Run 1, signal wires by layer:
Scale: 2 px per um. Two of the layers only.
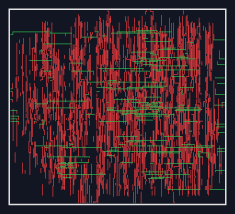
Run 1, nets reached from selected ports:
Scale: 2 px per um.
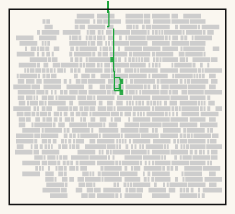
Run 1, placed standard cells:
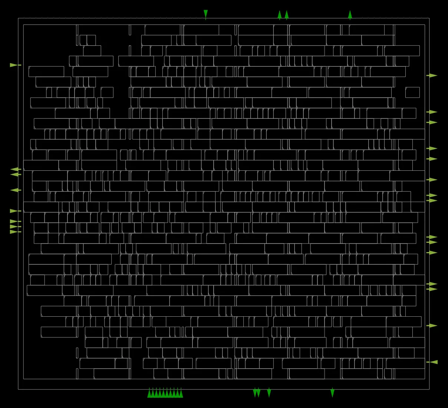
Design ppu_fb_writer, sky130hd; sources not shown.
==> results_dict.tcl, run 1 <==
# implementation run metrics
set metrics [dict create \
    hold_path.class "reg2reg" \
    die_area_mm2 0.0104 \
    fin_crit_sh_pct 81.1 \
    post-cts-setup-buffers 0 \
    synth-async-reset-ratio_pct 100 \
    power-top-group "the clock network" \
    routed_via_density 6.40 \
    finalHoldViolCount 0 \
    fp_nets 640 \
    yosys_cells 603 \
    netlist_area_mm2 0.00640 \
    die_x_um 107 \
    finalPower_mw 2.96 \
    grt_max_degree 76 \
    drv_slew 0 \
    root_buffer "clkbuf_8" \
    fmax_mhz 262 \
    worstMarginPinSlew_ns 0.749 \
    grt_pass1_vias 5332 \
    grt_setup_unrepaired "no" \
    grt_use_met3_pct 7.14 \
    n_tap_cell 126 \
    simple_gate_share_pct 15.4 \
    reg2reg_slack_ns 2.24 \
    cts-buffers-inserted 17 \
    pg_clk_mw 1.46 \
    clk_latency_ns 0.55 \
    cap_viol_max_count 0 \
    nonClkBufAreaFrac_pct 7.82 \
    sh_comb_area_pct 38.5 \
    lay_top_count "dfrtp_1" \
    adder_share_pct 3.91 \
    synth-seq-cells 130 \
    placed_cell_area_mm2 0.00699 \
    ys_sh_xor_pct 3.56 \
    rows 34 \
    status "completed" \
    drive_above_1_share_pct 14.3 \
    final_nets 700 \
]
-- 'signal wires by layer' (at the start) --
| color | layer | wire length |
|---|---|---|
| green | metal 3 | 1220 um |
| red | metal 2 | 8240 um |
Post-Route WL: 16000 um
total track usage: 34.0%
Avg WL per Cell: 20.0 um
via count: 5131

-- 'nets reached from selected ports' (at the start) --
| color | port | direction | end cells | buffers | wire |
|---|---|---|---|---|---|
| green | `fb_ready` | input | 4 | 1 | 55.2 um |
I/O pins: 41
IO Port Bufs: 40

-- 'placed standard cells' (at the start) --
Layout Utilization: 78.9%
fillers: 554
final std cells w/o fill: 802
core area: 0.00970 mm^2
Flops: 130

run 1: synth_stat cells, drive strengths merged, types with 4 or more instances:
cell type	n	area, um^2
and4	6	52.6
nor3	11	71.3
nand4	5	31.3
a31oi	4	25.0
or3	6	37.5
ha	20	250
xor2	7	61.3
o21ai	91	485
mux4	23	518
o211a	4	40.0
nor2	34	130
o211ai	5	92.6
inv	9	33.8
clkbuf	9	33.8
xnor2	19	166
dfrtp	130	3250
a22oi	5	37.5
nand2	126	473
a21oi	20	100
buf	21	135
a22o	6	52.6
nand3	9	45.0
run 1: critical path, stage by stage (launching register included):
cell and delay, ns:
dfrtp_1 0.35, clkbuf_1 0.26, buf_1 0.54, mux4_2 0.44
clkdlybuf4s50_1 0.50
## Run 2: what changed since run 1
--- a/config.mk
+++ b/config.mk
@@ -7,10 +7,10 @@
 export LEC_CHECK = 0
 export CORE_ASPECT_RATIO = 0.9
 export CORE_MARGIN = 1
-export CORE_UTILIZATION = 64
+export CORE_UTILIZATION = 59
 export DETAILED_ROUTE_END_ITERATION = 10
 export GPL_TIMING_DRIVEN = 0
-export PLACE_DENSITY = 0.85
+export PLACE_DENSITY = 0.79
 export SYNTH_ARGS = -nofsm -noshare
 export SYNTH_HDL_FRONTEND = slang
 export SYNTH_SLANG_ARGS = --single-unit
==> constraint.sdc (replaced) <==
create_clock -name clk -period 3.75 [get_ports clk]
set_input_delay 0.9375 -clock clk [delete_from_list [all_inputs] [get_ports clk]]
set_output_delay 0.9375 -clock clk [all_outputs]
set_load 0.01 [all_outputs]
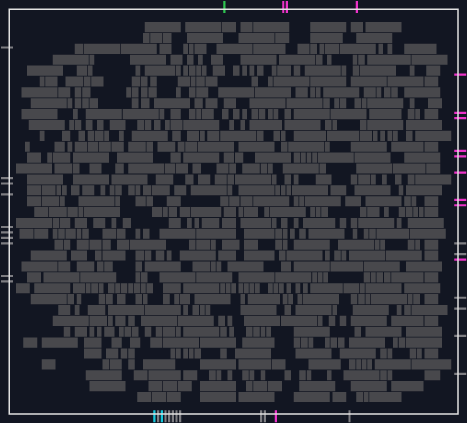
Run 2: pin placement
Scale: 4 px per um. Pins as bars across the die edge, other pins in gray.
| color | port | pins | direction | edge |
|---|---|---|---|---|
| green | `fb_ready` | 1 | input | north |
| magenta | `fb_addr` | 13 | output | 9 east, 3 north, 1 south |
| cyan | `px_in` | 2 | input | south |
all pins by edge: 15 east, 12 south, 10 west, 4 north
die height: 101 um
Chip Width: 112 um

==> results_dict.tcl, run 2 <==
# implementation run metrics
set metrics [dict create \
    critical_path_buf_inv_count 3 \
    drive_above_1_share_pct 14.1 \
    clk_latency_ns 0.41 \
    routed_via_density 6.05 \
    routedWlPerCell_um 18.2 \
    routed_wl_um 14600 \
    yosysMostFrequentCell "dfrtp_1" \
    netlist_area_mm2 0.00640 \
    grt_pass1_vias 4925 \
    placed_cell_area_mm2 0.00699 \
    top_cell_area_share_pct 50.8 \
    violations "DRC" \
    synth-async-reset-ratio_pct 100 \
    pg_clk_mw 1.54 \
    top_cells_by_area "dfrtp_1, mux4_2, nand2_1" \
    fp_nets 640 \
    worstMarginPinSlew_ns 0.718 \
    n_tap_cell 129 \
    fillers 735 \
    cp_cell_sequence "clkbuf_1 -> clkbuf_1 -> mux4_2 -> clkdlybuf4s50_1" \
    power-top-group "the clock network" \
    fmax_mhz 287 \
    critical_path_depth 4 \
    common_cells "dfrtp_1, nand2_1, o21ai_0, nor2_1, o21ai_1" \
    grt_util_all_layers_pct 28.8 \
    via_count 4874 \
    nonClkBufAreaFrac_pct 7.93 \
    fin_crit_sh_pct 92.9 \
    slowest_stage "clkbuf_1" \
    port_buffers 40 \
    sh_comb_area_pct 39.1 \
    reg2reg_slack_ns 1.33 \
    drc 3 \
    cts-buffers-inserted 17 \
    core_mm2 0.0104 \
    ioPinCount 41 \
    utilization_pct 72.6 \
    status "finished with violations" \
]
## run 2: cell counts after synthesis
Identical to the previous run, type by type.
## run 2: per-layer routing
layer	part of all wire, %	vias up
li1	-	2253
met1	44	2444
met2	49	158
met3	6.1	19
met4	1.1	0
met5	0	-
## run 2: cells by family (layout without fill, tap and decap cells)
family	after synthesis	after routing	synth area share, %
AND/OR/NAND/NOR	216	216	15.4
AND-OR/OR-AND	147	147	14.8
flip-flops	130	130	50.8
buffers and inverters	39	112	3.17
XOR/XNOR	26	26	3.56
multiplexers	24	24	8.25
adder cells (fa/ha/maj)	20	20	3.91
other	1	1	0.0586
## run 2: worst reg2reg max path: stages (launching register included)
cell	delay [ns]
dfrtp_1	0.42
ha_1	0.35
a21o_1	0.22
o31ai_1	0.53
nor2_1	0.11
xnor2_1	0.44
o21ai_0	0.20
## Run 3: what changed since run 2
--- a/config.mk
+++ b/config.mk
@@ -7,10 +7,9 @@
 export LEC_CHECK = 0
 export CORE_ASPECT_RATIO = 0.9
 export CORE_MARGIN = 1
-export CORE_UTILIZATION = 59
+export CORE_UTILIZATION = 45
 export DETAILED_ROUTE_END_ITERATION = 10
 export GPL_TIMING_DRIVEN = 0
-export PLACE_DENSITY = 0.79
 export SYNTH_ARGS = -nofsm -noshare
 export SYNTH_HDL_FRONTEND = slang
 export SYNTH_SLANG_ARGS = --single-unit
==> results_dict.tcl, run 3 <==
# implementation run metrics
set metrics [dict create \
    seq_cells 130 \
    grt_pass1_vias 4724 \
    wl_met1_um 7100 \
    grt_setup_unrepaired "no" \
    nonClkBufAreaFrac_pct 7.75 \
    utilization_pct 56.7 \
    reg2reg_slack_ns 1.36 \
    top_cell_area_share_pct 50.8 \
    drc 0 \
    final_cells 864 \
    cts-buffers-inserted 17 \
    path_delay_family "buffers and inverters" \
    synth-async-reset-ratio_pct 100 \
    finalPower_mw 3.69 \
    final_nets 700 \
    status "completed" \
    ioPinCount 41 \
    power-top-group "the clock network" \
    post-cts-setup-buffers 0 \
    top_layer_used "met4" \
    sh_comb_area_pct 38.2 \
    placed_cell_area_mm2 0.00707 \
    critical_path_buf_inv_count 3 \
    drv_slew 0 \
    yosys_cells 603 \
    wl_met3_um 786 \
    netlist_area_mm2 0.00640 \
    critPathMaxStageDelay_ns 0.63 \
    grt_max_degree 98 \
    fp_nets 640 \
    clk_latency_ns 0.42 \
    synth-seq-cells 130 \
    yosysMostFrequentCell "dfrtp_1" \
    met2WireLength_um 7110 \
    port_buffers 40 \
    worstMarginPinSlew_ns 0.760 \
    lay_top_count "dfrtp_1" \
    finalHoldViolCount 0 \
    root_buffer "clkbuf_16" \
    cap_viol_max_count 0 \
    cp_cell_sequence "clkbuf_1 -> clkbuf_1 -> mux4_2 -> clkdlybuf4s50_1" \
    routed_wl_um 15200 \
    fillers 1223 \
    slowest_stage "clkbuf_1" \
    top_cells_by_area "dfrtp_1, mux4_2, nand2_1" \
    routed_via_density 5.50 \
    critical_path_depth 4 \
]
run 3: cell counts after synthesis:
Identical to the previous run, type by type.
run 3: cells by family (layout without fill, tap and decap cells):
| kind of cell | Yosys count | count (layout) | share of synthesized area, % |
|---|---|---|---|
| compound gates | 147 | 147 | 14.8 |
| xor+xnor | 26 | 26 | 3.56 |
| fa+ha+maj | 20 | 20 | 3.91 |
| buf+inv | 39 | 111 | 3.17 |
| flops | 130 | 130 | 50.8 |
| mux | 24 | 24 | 8.25 |
| other cells | 1 | 1 | 0.0586 |
| simple gates | 216 | 216 | 15.4 |
run 3: per-layer routing:
metal	global-route usage, %	vias to the layer above
met4	6.98	0
li1	-	2253
met3	6.79	14
met1	30.0	2383
met5	0	-
met2	36.3	104
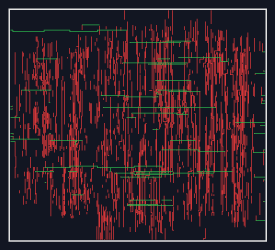
Run 3: signal wires by layer
Scale: 2 px per um. Two of the layers only.
| color | layer | wire length |
|---|---|---|
| green | metal 3 | 787 um |
| red | metal 2 | 7110 um |
via count: 4754
total track usage: 22.7%
Avg WL per Cell: 17.6 um


==> gallery <==
Metal 2.
Scale: 4 px per um.
Plate I
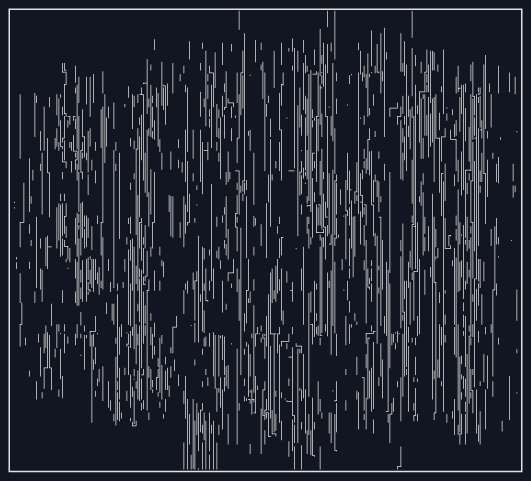
Plate II
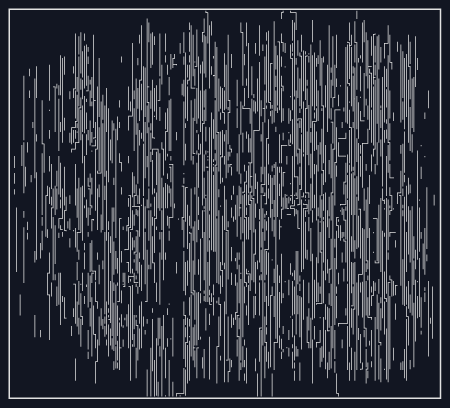
Plate III
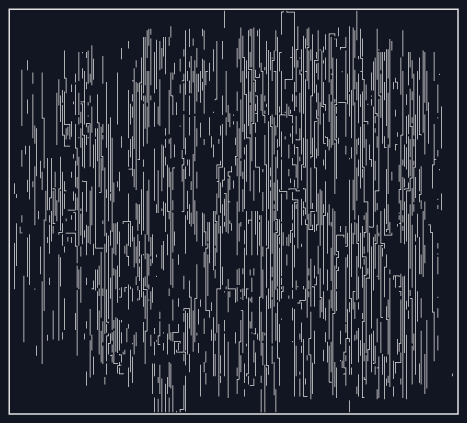
For run 3, see Plate I.
For run 2, see Plate III.
For run 1, see Plate II.
- largest die: Plate I

Key to Plate I:
longest straight run: 57.5 um
share of all routed wire: 47%
nets with wire on the layer: 557
wire length on this layer: 7110 um
main direction: vertical

Power and IR drop assume default switching activity.
